## config.mk

```make
export PLATFORM = sky130hd
export DESIGN_NAME = mem_wb_writeback
export DESIGN_NICKNAME = d
export VERILOG_FILES = /design/src/rtl/mem_wb_writeback.sv
export SDC_FILE = /design/constraint.sdc
export NUM_CORES = 1
export LEC_CHECK = 0
export ABC_CLOCK_PERIOD_IN_PS = 13750
export CORE_ASPECT_RATIO = 0.9
export CORE_MARGIN = 8
export CORE_UTILIZATION = 45
export CTS_CLUSTER_SIZE = 14
export DETAILED_ROUTE_END_ITERATION = 10
export PLACE_DENSITY_LB_ADDON = 0.2
export SYNTH_ARGS = -nofsm -noshare
export SYNTH_HDL_FRONTEND = slang
export SYNTH_SLANG_ARGS = --single-unit
```

## constraint.sdc

```tcl
create_clock -name clk -period 13.75 [get_ports clk]
set_input_delay 2.75 -clock clk [delete_from_list [all_inputs] [get_ports clk]]
set_output_delay 2.75 -clock clk [all_outputs]
set_load 0.03 [all_outputs]
```

## src/rtl/mem_wb_writeback.sv

```systemverilog
// MEM/WB pipeline register and writeback stage: selects the result, extracts and
// extends load data, drives the register-file write port and counts retired instructions.
module mem_wb_writeback #(
    parameter int DATA_W = 32,
    parameter int ADDR_W = 5,
    parameter int CNT_W  = 32
) (
    input  logic              clk,
    input  logic              rst,
    input  logic              stall,
    input  logic              flush,
    input  logic              in_valid,
    input  logic              in_reg_write,
    input  logic              in_mem_to_reg,
    input  logic              in_link,
    input  logic [1:0]        in_load_size,
    input  logic              in_load_unsigned,
    input  logic [1:0]        in_byte_offset,
    input  logic [ADDR_W-1:0] in_write_reg,
    input  logic [DATA_W-1:0] in_alu_result,
    input  logic [DATA_W-1:0] in_mem_data,
    input  logic [DATA_W-1:0] in_pc_plus8,
    output logic              reg_write,
    output logic [ADDR_W-1:0] write_reg,
    output logic [DATA_W-1:0] write_data,
    output logic              wb_valid,
    output logic              align_err,
    output logic [CNT_W-1:0]  instret
);

    logic              valid_reg;
    logic              reg_write_flag_reg;
    logic              mem_to_reg_reg;
    logic              link_reg;
    logic [1:0]        load_size_reg;
    logic              load_unsigned_reg;
    logic [1:0]        byte_offset_reg;
    logic [ADDR_W-1:0] write_reg_reg;
    logic [DATA_W-1:0] alu_result_reg;
    logic [DATA_W-1:0] mem_data_reg;
    logic [DATA_W-1:0] pc_plus8_reg;
    logic              written_reg;
    logic [CNT_W-1:0]  instret_reg;

    logic [7:0]        byte_sel;
    logic [15:0]       half_sel;
    logic [DATA_W-1:0] load_data;
    logic [DATA_W-1:0] result;
    logic              misaligned;
    logic              align_err_int;
    logic              retire;

    // An entry retires once: either as it leaves, or at the first stalled edge.
    assign retire = valid_reg & ~align_err_int & ~written_reg;

    always_ff @(posedge clk or posedge rst) begin
        if (rst) begin
            valid_reg          <= 1'b0;
            reg_write_flag_reg <= 1'b0;
            mem_to_reg_reg     <= 1'b0;
            link_reg           <= 1'b0;
            load_size_reg      <= 2'b00;
            load_unsigned_reg  <= 1'b0;
            byte_offset_reg    <= 2'b00;
            write_reg_reg      <= '0;
            alu_result_reg     <= '0;
            mem_data_reg       <= '0;
            pc_plus8_reg       <= '0;
            written_reg        <= 1'b0;
            instret_reg        <= '0;
        end else begin
            if (retire) begin
                instret_reg <= instret_reg + {{(CNT_W-1){1'b0}}, 1'b1};
            end
            if (flush) begin
                valid_reg   <= 1'b0;
                written_reg <= 1'b0;
            end else if (!stall) begin
                valid_reg          <= in_valid;
                reg_write_flag_reg <= in_reg_write;
                mem_to_reg_reg     <= in_mem_to_reg;
                link_reg           <= in_link;
                load_size_reg      <= in_load_size;
                load_unsigned_reg  <= in_load_unsigned;
                byte_offset_reg    <= in_byte_offset;
                write_reg_reg      <= in_write_reg;
                alu_result_reg     <= in_alu_result;
                mem_data_reg       <= in_mem_data;
                pc_plus8_reg       <= in_pc_plus8;
                written_reg        <= 1'b0;
            end else if (valid_reg) begin
                written_reg <= 1'b1;
            end
        end
    end

    always_comb begin
        byte_sel = mem_data_reg[7:0];
        case (byte_offset_reg)
            2'd0:    byte_sel = mem_data_reg[7:0];
            2'd1:    byte_sel = mem_data_reg[15:8];
            2'd2:    byte_sel = mem_data_reg[23:16];
            default: byte_sel = mem_data_reg[31:24];
        endcase
        half_sel = byte_offset_reg[1] ? mem_data_reg[31:16] : mem_data_reg[15:0];

        load_data  = mem_data_reg;
        misaligned = 1'b0;
        case (load_size_reg)
            2'b00: begin
                load_data  = mem_data_reg;
                misaligned = (byte_offset_reg != 2'b00);
            end
            2'b01: begin
                load_data  = {{(DATA_W-16){~load_unsigned_reg & half_sel[15]}}, half_sel};
                misaligned = byte_offset_reg[0];
            end
            2'b10: begin
                load_data  = {{(DATA_W-8){~load_unsigned_reg & byte_sel[7]}}, byte_sel};
                misaligned = 1'b0;
            end
            default: begin
                load_data  = mem_data_reg;
                misaligned = 1'b1;
            end
        endcase

        if (link_reg) begin
            result = pc_plus8_reg;
        end else if (mem_to_reg_reg) begin
            result = load_data;
        end else begin
            result = alu_result_reg;
        end
    end

    assign align_err_int = valid_reg & mem_to_reg_reg & misaligned;

    assign align_err  = align_err_int;
    assign wb_valid   = valid_reg;
    assign reg_write  = valid_reg & reg_write_flag_reg & (write_reg_reg != '0)
                        & ~align_err_int & ~written_reg;
    assign write_reg  = valid_reg ? write_reg_reg : '0;
    assign write_data = valid_reg ? result : '0;
    assign instret    = instret_reg;

endmodule

```

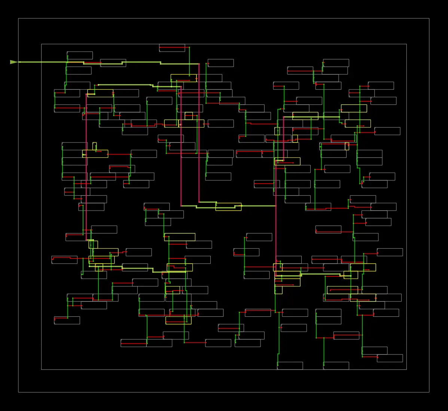
*The clock network*
CTS Buf Count: 17
clock buffer count: 22
clock skew: 0.0107 ns

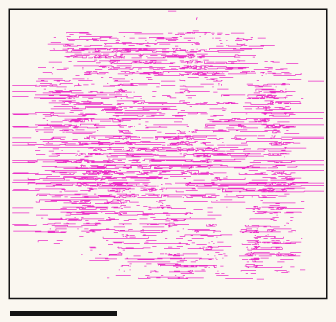
*Signal wires on met1*
Scale bar: 50 um.
The layer carries 8890 um of wire. The layer holds 44% of the routed length. The longest straight run is 43.2 um.

==> flow_metrics.tcl <==
# collected from the flow reports
set metrics [dict create \
    hold_path_class "flip-flop to flip-flop" \
    setup_tns_ns 0 \
    synth.distinct_cells 47 \
    ys_area_sq_um 7010 \
    top_cells_by_area "dfrtp_1 51%, mux2_2 18%, o21ai_0 3.7%" \
    rows 43 \
    worst_slew_pin_slew_ns 1.00 \
    gp_congestion 0.880 \
    top_cell_area_share_pct 51.1 \
    cp_data_arrival_time_ns 3.58 \
    critical_path.endpoint "write_data[29]" \
    synth-edff-count 0 \
    flop_cell "dfrtp_1" \
    synthTopCellsByCount "143 x dfrtp_1, 112 x mux2_2, 52 x o21ai_0" \
    syn_inst 627 \
    syn_nets 746 \
    fp_util_pct 45.7 \
    fp.dieH_um 134 \
    wl_per_cell_um 20.0 \
    reg2reg_slack_ns 11.31 \
    clkLatencyLatePin_ns 0.43 \
    finalNonFillerCells 1012 \
    first_pass_iters 5 \
    worstSetupEndpointType "primary output" \
    ys_cells 627 \
    top_area_cell "dfrtp_1" \
    grt_max_degree 81 \
    reg2reg_to "instret[6]$_DFFE_PP0P_" \
    cp_num_cells 5 \
    min_from "instret[31]$_DFFE_PP0P_" \
    drcViolationCount 0 \
    min_path_cells 1 \
    ys_sh_mux_pct 18.6 \
    fmax_mhz 158 \
    layout-drive-gt1-share_pct 20.0 \
    antenna_cells 0 \
    mostFrequentLayoutCells "185 x clkdlybuf4s50_1, 143 x dfrtp_1, 112 x mux2_2" \
    io_buffers 185 \
    routed_wl_um 20300 \
    gr-total-overflow 0 \
    most_common_cell "dfrtp_1" \
    viasPerCell 5.50 \
    dp_hpwl_um 14800 \
    root_buffer "clkbuf_16" \
    drt_iter0_drc 354 \
    critical-path-top-delay-family "AND-OR/OR-AND gates" \
    rr_worst_depth 7 \
    cp_max_fo 24 \
    adder_share_pct 0.893 \
    max_stage_delay_ns 0.92 \
    slew_headroom_pct 33.2 \
    finalHoldWorstSlack_ns 0.467 \
    cp-start-kind "flip-flop" \
    worst-path-buf-inv 1 \
    antenna_found_initial 0 \
    core_area_sq_um 15300 \
    final_util_pct 62.6 \
    worstHoldEndpoint "instret[31]$_DFFE_PP0P_" \
    power_density_nw_per_um2 132 \
    synthArstFlopShare_pct 100 \
    postCtsHoldBufs 0 \
    cts_buffer_depth 2 \
    rsz0062_at_grt "false" \
    worst-setup-path-type "flip-flop to primary output" \
    cp_data_required_time_ns 11.00 \
    synthToLayoutAreaGrowth_pct 36.9 \
    xor_share_pct 3.88 \
    p_leak_nw 3.85 \
    status "completed" \
    ys_ff 143 \
    die.size.x_um 148 \
    hold_viol 0 \
    setup_violations 0 \
    ys_sh_aoi_pct 11.5 \
    io_pins 186 \
    peakVddDrop_v 0.000111 \
    startpoint "byte_offset_reg[1]$_DFFE_PP0P_" \
    post_cts_buffers 0 \
    place_area_sq_um 9010 \
    cts_tree "yes" \
    synth_area_sq_um 7010 \
    preCtsSetupSlack_ns 7.90 \
    postSynthSeqShare_pct 51.1 \
    synth_warnings 0 \
    slew_viol_final 0 \
    syn_area_per_cell_sq_um 11.2 \
    warning_count 29 \
    setup_slack_ns 7.42 \
    rr_startpoint "load_size_reg[1]$_DFFE_PP0P_" \
    numClockSinks 143 \
]
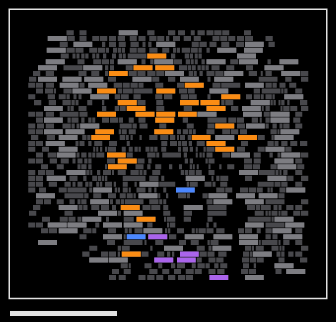
*Where the registers sit*
Scale bar: 50 um. Other sequential cells in the stronger gray, the rest of the logic in the fainter gray.
Key: orange = mem_data_reg [flops 32]; blue = byte_offset_reg [flops 2]; purple = write_reg_reg [flops 5, where south]

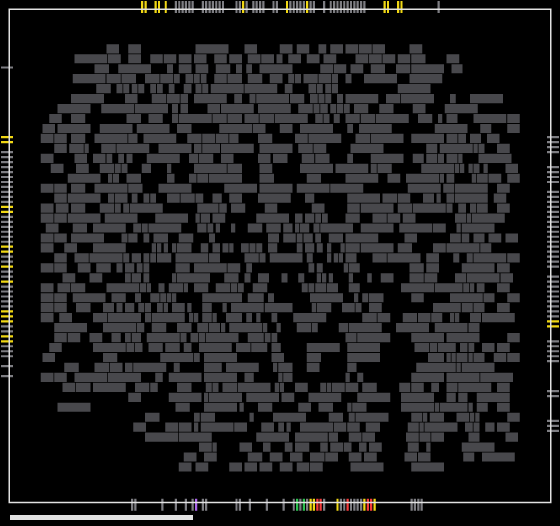
*I/O pins on the die edge*
Scale bar: 50 um. Pins as bars across the die edge, other pins in gray.
Key: purple = in_mem_to_reg [pins 1, direction input, edge south]; red = write_reg [pins 5, direction output, edge south]; yellow = in_pc_plus8 [pins 32, direction input, edge 13 west, 12 north, 5 south, 2 east]; green = in_byte_offset [pins 2, direction input, edge south]
All pins by edge: 54 north, 47 west, 45 east, 40 south.

==> area by class of cell <==
type / count / area, sq um
Inverter: 9 / 38.8
Clock inverter: 9 / 110
Tap cell: 202 / 253
Timing Repair Buffer: 193 / 1910
Multi-Input combinational cell: 434 / 3230
Clock buffer: 22 / 474
Sequential cell: 143 / 3580
Fill cell: 1208 / 5740
==> metal layers <==
layer	wire, um	global-route usage [%]	part of all wire [%]	up-vias
met2	9540	32.9	47	190
met1	8890	27.0	44	2756
met5	0	0	0	-
li1	-	-	-	2591
met3	1380	5.49	6.8	27
met4	442	8.66	2.2	0
==> where the power goes <==
group          internal, mW  switching [mW]
Clock                 0.280           0.175
Sequential            0.475          0.0507
Combinational         0.137           0.146
Total                 0.892           0.372
Power and IR drop assume default switching activity.
